Track usage over the die:
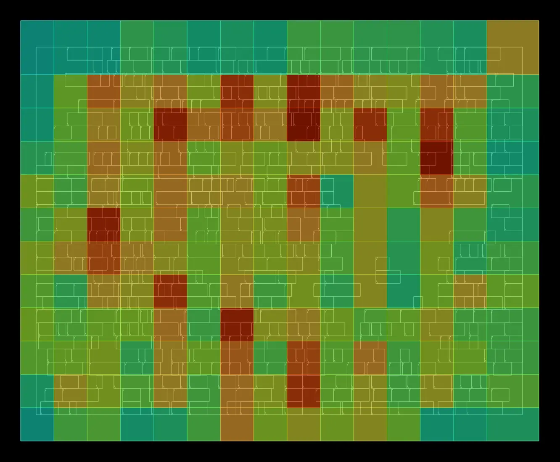
Wires at chosen ports, followed through buffers:
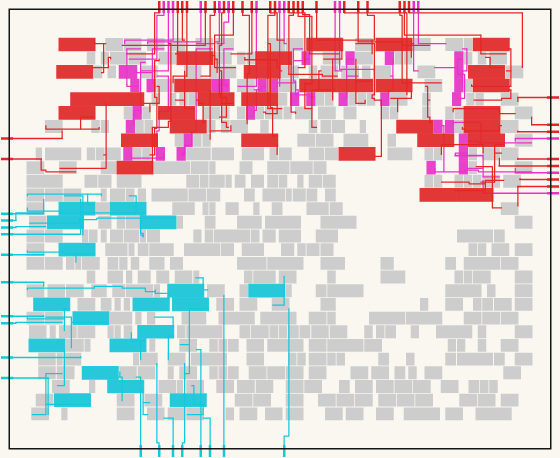
Signal metal coverage by tile:
Scale bar: 20 um. The die is cut into 21 by 17 equal tiles; dark purple is low, yellow is high, scaled to the fullest tile. Values are wire area over tile area, all layers added.
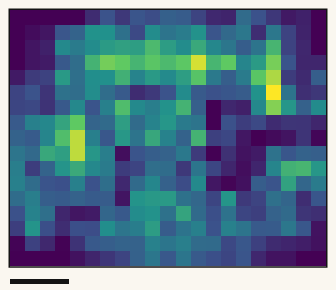
Drive-strength map:
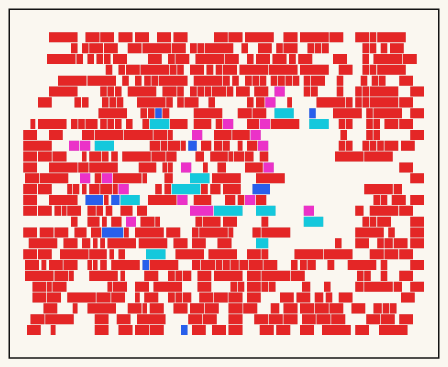
Cell classes on the final placement:
Scale bar: 20 um.
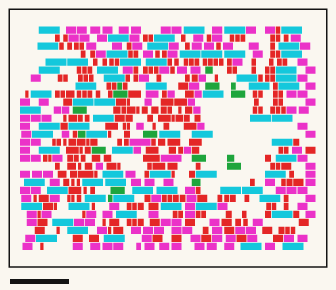
`config.mk`:
```
export PLATFORM = sky130hd
export DESIGN_NAME = sram_access_controller
export DESIGN_NICKNAME = d
export VERILOG_FILES = /design/src/rtl/sram_access_controller.sv
export SDC_FILE = /design/constraint.sdc
export NUM_CORES = 1
export LEC_CHECK = 0
export CAP_MARGIN = 0
export CORE_ASPECT_RATIO = 0.8
export CORE_MARGIN = 3
export CORE_UTILIZATION = 40
export CTS_CLUSTER_DIAMETER = 50
export CTS_CLUSTER_SIZE = 20
export DETAILED_ROUTE_END_ITERATION = 10
export PLACE_DENSITY = 0.78
export SLEW_MARGIN = 20
export SYNTH_ARGS = -nofsm -noshare
export SYNTH_HDL_FRONTEND = slang
export SYNTH_SLANG_ARGS = --single-unit
```
`constraint.sdc`:
```
create_clock -name clk -period 2.7 [get_ports clk]
set_input_delay 0.54 -clock clk [delete_from_list [all_inputs] [get_ports clk]]
set_output_delay 0.54 -clock clk [all_outputs]
set_load 0.02 [all_outputs]
```
`src/rtl/sram_access_controller.sv`:
```
// Sequences 32-bit MEM-stage loads/stores onto a 16-bit multi-cycle SRAM as a
// low halfword phase followed by a high halfword phase; freezes the pipeline via ready.
module sram_access_controller #(
  parameter int WAIT_CYCLES = 5,
  parameter int ADDR_BASE   = 1024
) (
  input  logic        clk,
  input  logic        reset,
  input  logic        MEM_R_EN,
  input  logic        MEM_W_EN,
  input  logic [31:0] addr,
  input  logic [31:0] wr_data,
  output logic [31:0] rd_data,
  output logic        ready,
  output logic [17:0] SRAM_ADDR,
  output logic [15:0] SRAM_DQ_OUT,
  output logic        SRAM_DQ_OE,
  input  logic [15:0] SRAM_DQ_IN,
  output logic        SRAM_WE_N
);

  localparam int CW = $clog2(WAIT_CYCLES + 1);

  typedef enum logic [1:0] {IDLE, LOW, HIGH, DONE} state_t;

  state_t        state_q, state_d;
  logic [CW-1:0] cnt_q, cnt_d;
  logic [31:0]   rd_data_q, rd_data_d;
  logic [17:0]   sram_addr_q, sram_addr_d;
  logic [15:0]   dq_out_q, dq_out_d;
  logic          dq_oe_q, dq_oe_d;
  logic          we_n_q, we_n_d;

  logic          req, is_wr, is_rd, last;
  logic [31:0]   offs;
  logic [16:0]   word_idx;
  logic          unused_offs_bits;

  assign req      = MEM_R_EN | MEM_W_EN;
  assign is_wr    = MEM_W_EN;
  assign is_rd    = MEM_R_EN & ~MEM_W_EN;
  assign offs     = addr - 32'(ADDR_BASE);
  assign word_idx = offs[18:2];
  assign unused_offs_bits = ^{offs[31:19], offs[1:0]};
  assign last     = (cnt_q == CW'(WAIT_CYCLES - 1));

  always_comb begin
    state_d     = state_q;
    cnt_d       = cnt_q;
    rd_data_d   = rd_data_q;
    sram_addr_d = sram_addr_q;
    dq_out_d    = dq_out_q;
    dq_oe_d     = 1'b0;
    we_n_d      = 1'b1;

    case (state_q)
      IDLE: begin
        if (req) begin
          state_d = LOW;
          cnt_d   = '0;
        end
      end
      LOW: begin
        if (last) begin
          state_d = HIGH;
          cnt_d   = '0;
          if (is_rd) rd_data_d[15:0] = SRAM_DQ_IN;
        end else begin
          cnt_d = cnt_q + CW'(1);
        end
      end
      HIGH: begin
        if (last) begin
          state_d = DONE;
          cnt_d   = '0;
          if (is_rd) rd_data_d[31:16] = SRAM_DQ_IN;
        end else begin
          cnt_d = cnt_q + CW'(1);
        end
      end
      default: state_d = IDLE;
    endcase

    // Bus outputs are registered, so they are derived from the state being entered.
    case (state_d)
      LOW: begin
        sram_addr_d = {word_idx, 1'b0};
        we_n_d      = ~is_wr;
        dq_oe_d     = is_wr;
        if (is_wr) dq_out_d = wr_data[15:0];
      end
      HIGH: begin
        sram_addr_d = {word_idx, 1'b1};
        we_n_d      = ~is_wr;
        dq_oe_d     = is_wr;
        if (is_wr) dq_out_d = wr_data[31:16];
      end
      default: begin
        we_n_d  = 1'b1;
        dq_oe_d = 1'b0;
      end
    endcase
  end

  always_ff @(posedge clk) begin
    if (reset) begin
      state_q     <= IDLE;
      cnt_q       <= '0;
      rd_data_q   <= '0;
      sram_addr_q <= '0;
      dq_out_q    <= '0;
      dq_oe_q     <= 1'b0;
      we_n_q      <= 1'b1;
    end else begin
      state_q     <= state_d;
      cnt_q       <= cnt_d;
      rd_data_q   <= rd_data_d;
      sram_addr_q <= sram_addr_d;
      dq_out_q    <= dq_out_d;
      dq_oe_q     <= dq_oe_d;
      we_n_q      <= we_n_d;
    end
  end

  assign ready       = ((state_q == IDLE) && !req) || (state_q == DONE);
  assign rd_data     = rd_data_q;
  assign SRAM_ADDR   = sram_addr_q;
  assign SRAM_DQ_OUT = dq_out_q;
  assign SRAM_DQ_OE  = dq_oe_q;
  assign SRAM_WE_N   = we_n_q;

endmodule

```
==> flow_metrics.tcl <==
# collected from the flow reports
set metrics [dict create \
    status "complete, no violations" \
    h-tree-depth 3 \
    rsz0062_at_grt "no" \
    setup_violations 0 \
    drt_iter0_markers 132 \
    skew_ps 5.032 \
    overflow 0 \
    max_clock_freq_mhz 404.8 \
    maxSlewViolCount 0 \
    cts_tree "done" \
    nNonClkInverters 14 \
    area.combinational_sq_um 1617 \
    setup_slack_ps 229.5 \
    hp-class "flop to flop" \
    synth_top_flop_cell "dfxtp_1" \
    die-area_sq_um 9351 \
    holdWs_ps 456.3 \
    insertedDiodeCount 0 \
    clk_share 0.03438 \
    ys_async_sr_fraction 0 \
    rr_startpoint "state_q[1]" \
    io_buffers 137 \
    drc_errors 0 \
    leakage_nw 1.761 \
    flop_area_sq_um 1461 \
    gp_congestion 0.8341 \
    nWellTaps 105 \
    comb_share 0.3266 \
    max_cap_viol_count 0 \
    combPwrFrac 0.220 \
    path_cells "clkdlybuf4s50_1 -> nor3b_2 -> o22ai_1 -> a21o_1 -> ha_1 -> o21ba_4 -> or3_1 -> a21oi_1" \
    yosysUniqueCellTypes 44 \
    cts_resized 0 \
    yosysTopAreaCell "dfxtp_1" \
    logic_gate_count 257 \
    sw_frac_of_total 0.2849 \
    critPathBufInv 1 \
    largest_reg_flops 32 \
    synthTopCellsByCount "dfxtp_1, a21oi_1, o21ai_0" \
    crit_path_max_incr_delay_ps 510 \
    ff2ff_path_depth 9 \
    io_pins 153 \
    critPathLaunchType "input port" \
    cp_slowest_cell "clkdlybuf4s50_1" \
    die_h_um 87.10 \
    buf_share 0.3059 \
    dp_slack_ps -117.7 \
    critPathKind "input port to flop" \
    synth.most_common_cell "dfxtp_1" \
    ys_ff 73 \
    drive_above_1_share 0.07797 \
    clkbuf_count 9 \
    warning_count 47 \
    synth_warnings 0 \
    cts-root-buf "clkbuf_8" \
    clock_latency_ps 340 \
    cts_buffer_depth 2 \
    vdd_ir_drop_max_mv 0.3517 \
    fp_util 0.4286 \
    antenna_found_initial 0 \
    avgSynthCellArea_sq_um 8.745 \
    internal_power_mw 1.745 \
    end_kind "flop" \
    layout_top_cells "clkdlybuf4s50_1, dfxtp_1, a21oi_1, o21ai_0, nand3_1" \
    final_common_cell "clkdlybuf4s50_1" \
    synth-edff-count 0 \
    worst_pin_slew_ps 746.3 \
    nFlopsAndLatches 73 \
    syn-instance-count 376 \
    crit_family "AND-OR/OR-AND gates" \
    hp-start "SRAM_ADDR[16]" \
    grt_busiest_layer "met2" \
    seq_power_share 0.476 \
    clk_pin_slew_worst_paths_ps 70 \
    postSynthSeqShare 0.4444 \
    cts_hold_buffers 0 \
    cts_sinks 73 \
    top_cell_area_share 0.4444 \
    buffers 153 \
    path_max_fanout 32 \
    p_sw_uw 695.1 \
    syn_nets 470 \
    area_leaders "dfxtp_1, a21oi_1, o21ai_0" \
    hold_end "SRAM_ADDR[16]" \
    period_needed_ps 2471 \
]
About 'track usage over the die':
GR Layer Usage met2: 0.3475
met3 Usage GRT: 0.04596
GRT Overall Usage: 0.2036
grt met1 use: 0.2559

About 'wires at chosen ports, followed through buffers':
| colour | port | bits | direction | end cells | buffers | wire |
|---|---|---|---|---|---|---|
| cyan | SRAM_ADDR | 18 | output | 18 | 18 | 526 um |
| red | rd_data | 32 | output | 32 | 32 | 944 um |
| magenta | SRAM_DQ_IN | 16 | input | 32 | 16 | 476 um |

About 'signal metal coverage by tile':
tiles over half the peak: 17%
nearly empty tiles: 7.0%
mean over tiles: 0.16
densest ninth of the die: north
fullest tile: 0.50
Routed WL: 9378 um
Wirelength per Cell: 15.17 um
via count: 3266

About 'drive-strength map':
| colour | size | cells | share |
|---|---|---|---|
| blue | x2 | 9 | 1.8% |
| magenta | x3 and x4 | 19 | 3.7% |
| cyan | x6 and larger | 12 | 2.3% |
| red | x1 and smaller | 473 | 92% |

About 'cell classes on the final placement':
| colour | class | cells |
|---|---|---|
| green | clock drivers and dummy loads | 16 |
| magenta | remaining buffers and delay cells | 153 |
| cyan | registers | 73 |
| red | remaining logic cells | 271 |
flop share of the area: 0.2952
Design Area, Final: 4950 sq um
final core utilization: 0.6451
Std-Cell Rows: 28

kinds of logic (layout without fill, tap and decap cells):
logic type               after synthesis  in the layout  share of synthesized area
AND/OR/NAND/NOR                       92             92                     0.1534
XOR/XNOR                               2              2                   0.005328
AND-OR/OR-AND                        128            128                     0.2188
flip-flops                            73             73                     0.4444
buffers and inverters                 46            183                    0.06393
multiplexers                          25             25                    0.07610
adder cells (fa/ha/maj)               10             10                    0.03805
metrics by stage:
stage                     area [sq um]    util  std cells  TNS (ps)
after floorplan                   3288       -        376         0
after CTS                         4928  0.6424        616         0
final                             4950  0.6451        618         0
after detailed placement          4758  0.6202        600     -1866
after global placement            4758  0.6202        600    -184.9
after global routing              4950  0.6451        618         0
worst min-delay path: cells and delay by family, from the launching register on:
family	cells	cell delay [ps]
DFF	1	310
AOI/OAI and AO/OA	1	60
buffers and inverters	1	50
power by group through the flow:
stage	Sequential (mW)	Combinational (mW)	Clock (mW)
floorplan	1.25	0.199	0
global placement	1.18	0.520	0
detailed placement	1.18	0.529	0
CTS	1.16	0.531	0.778
global route	1.17	0.581	0.824
finish	1.16	0.536	0.743
worst max path at each step:
stage                           from  slack [ps]  depth (start not counted)              end
after floorplan           state_q[1]         240                         12  SRAM_DQ_OUT[10]
after global placement      MEM_R_EN         -50                          9    SRAM_ADDR[16]
after detailed placement    MEM_R_EN        -120                          8  SRAM_DQ_OUT[12]
after CTS                   MEM_R_EN          20                          4            ready
after global routing      state_q[1]           5                         10    SRAM_ADDR[16]
final                       MEM_R_EN         230                          8  SRAM_DQ_OUT[12]
metal layers:
metal / wire length [um] / vias to the layer above
met5: 0 / -
met2: 4588 / 114
met4: 148 / 0
met1: 4093 / 1521
li1: - / 1618
met3: 547 / 13
Power is estimated from default activity; no workload was simulated.
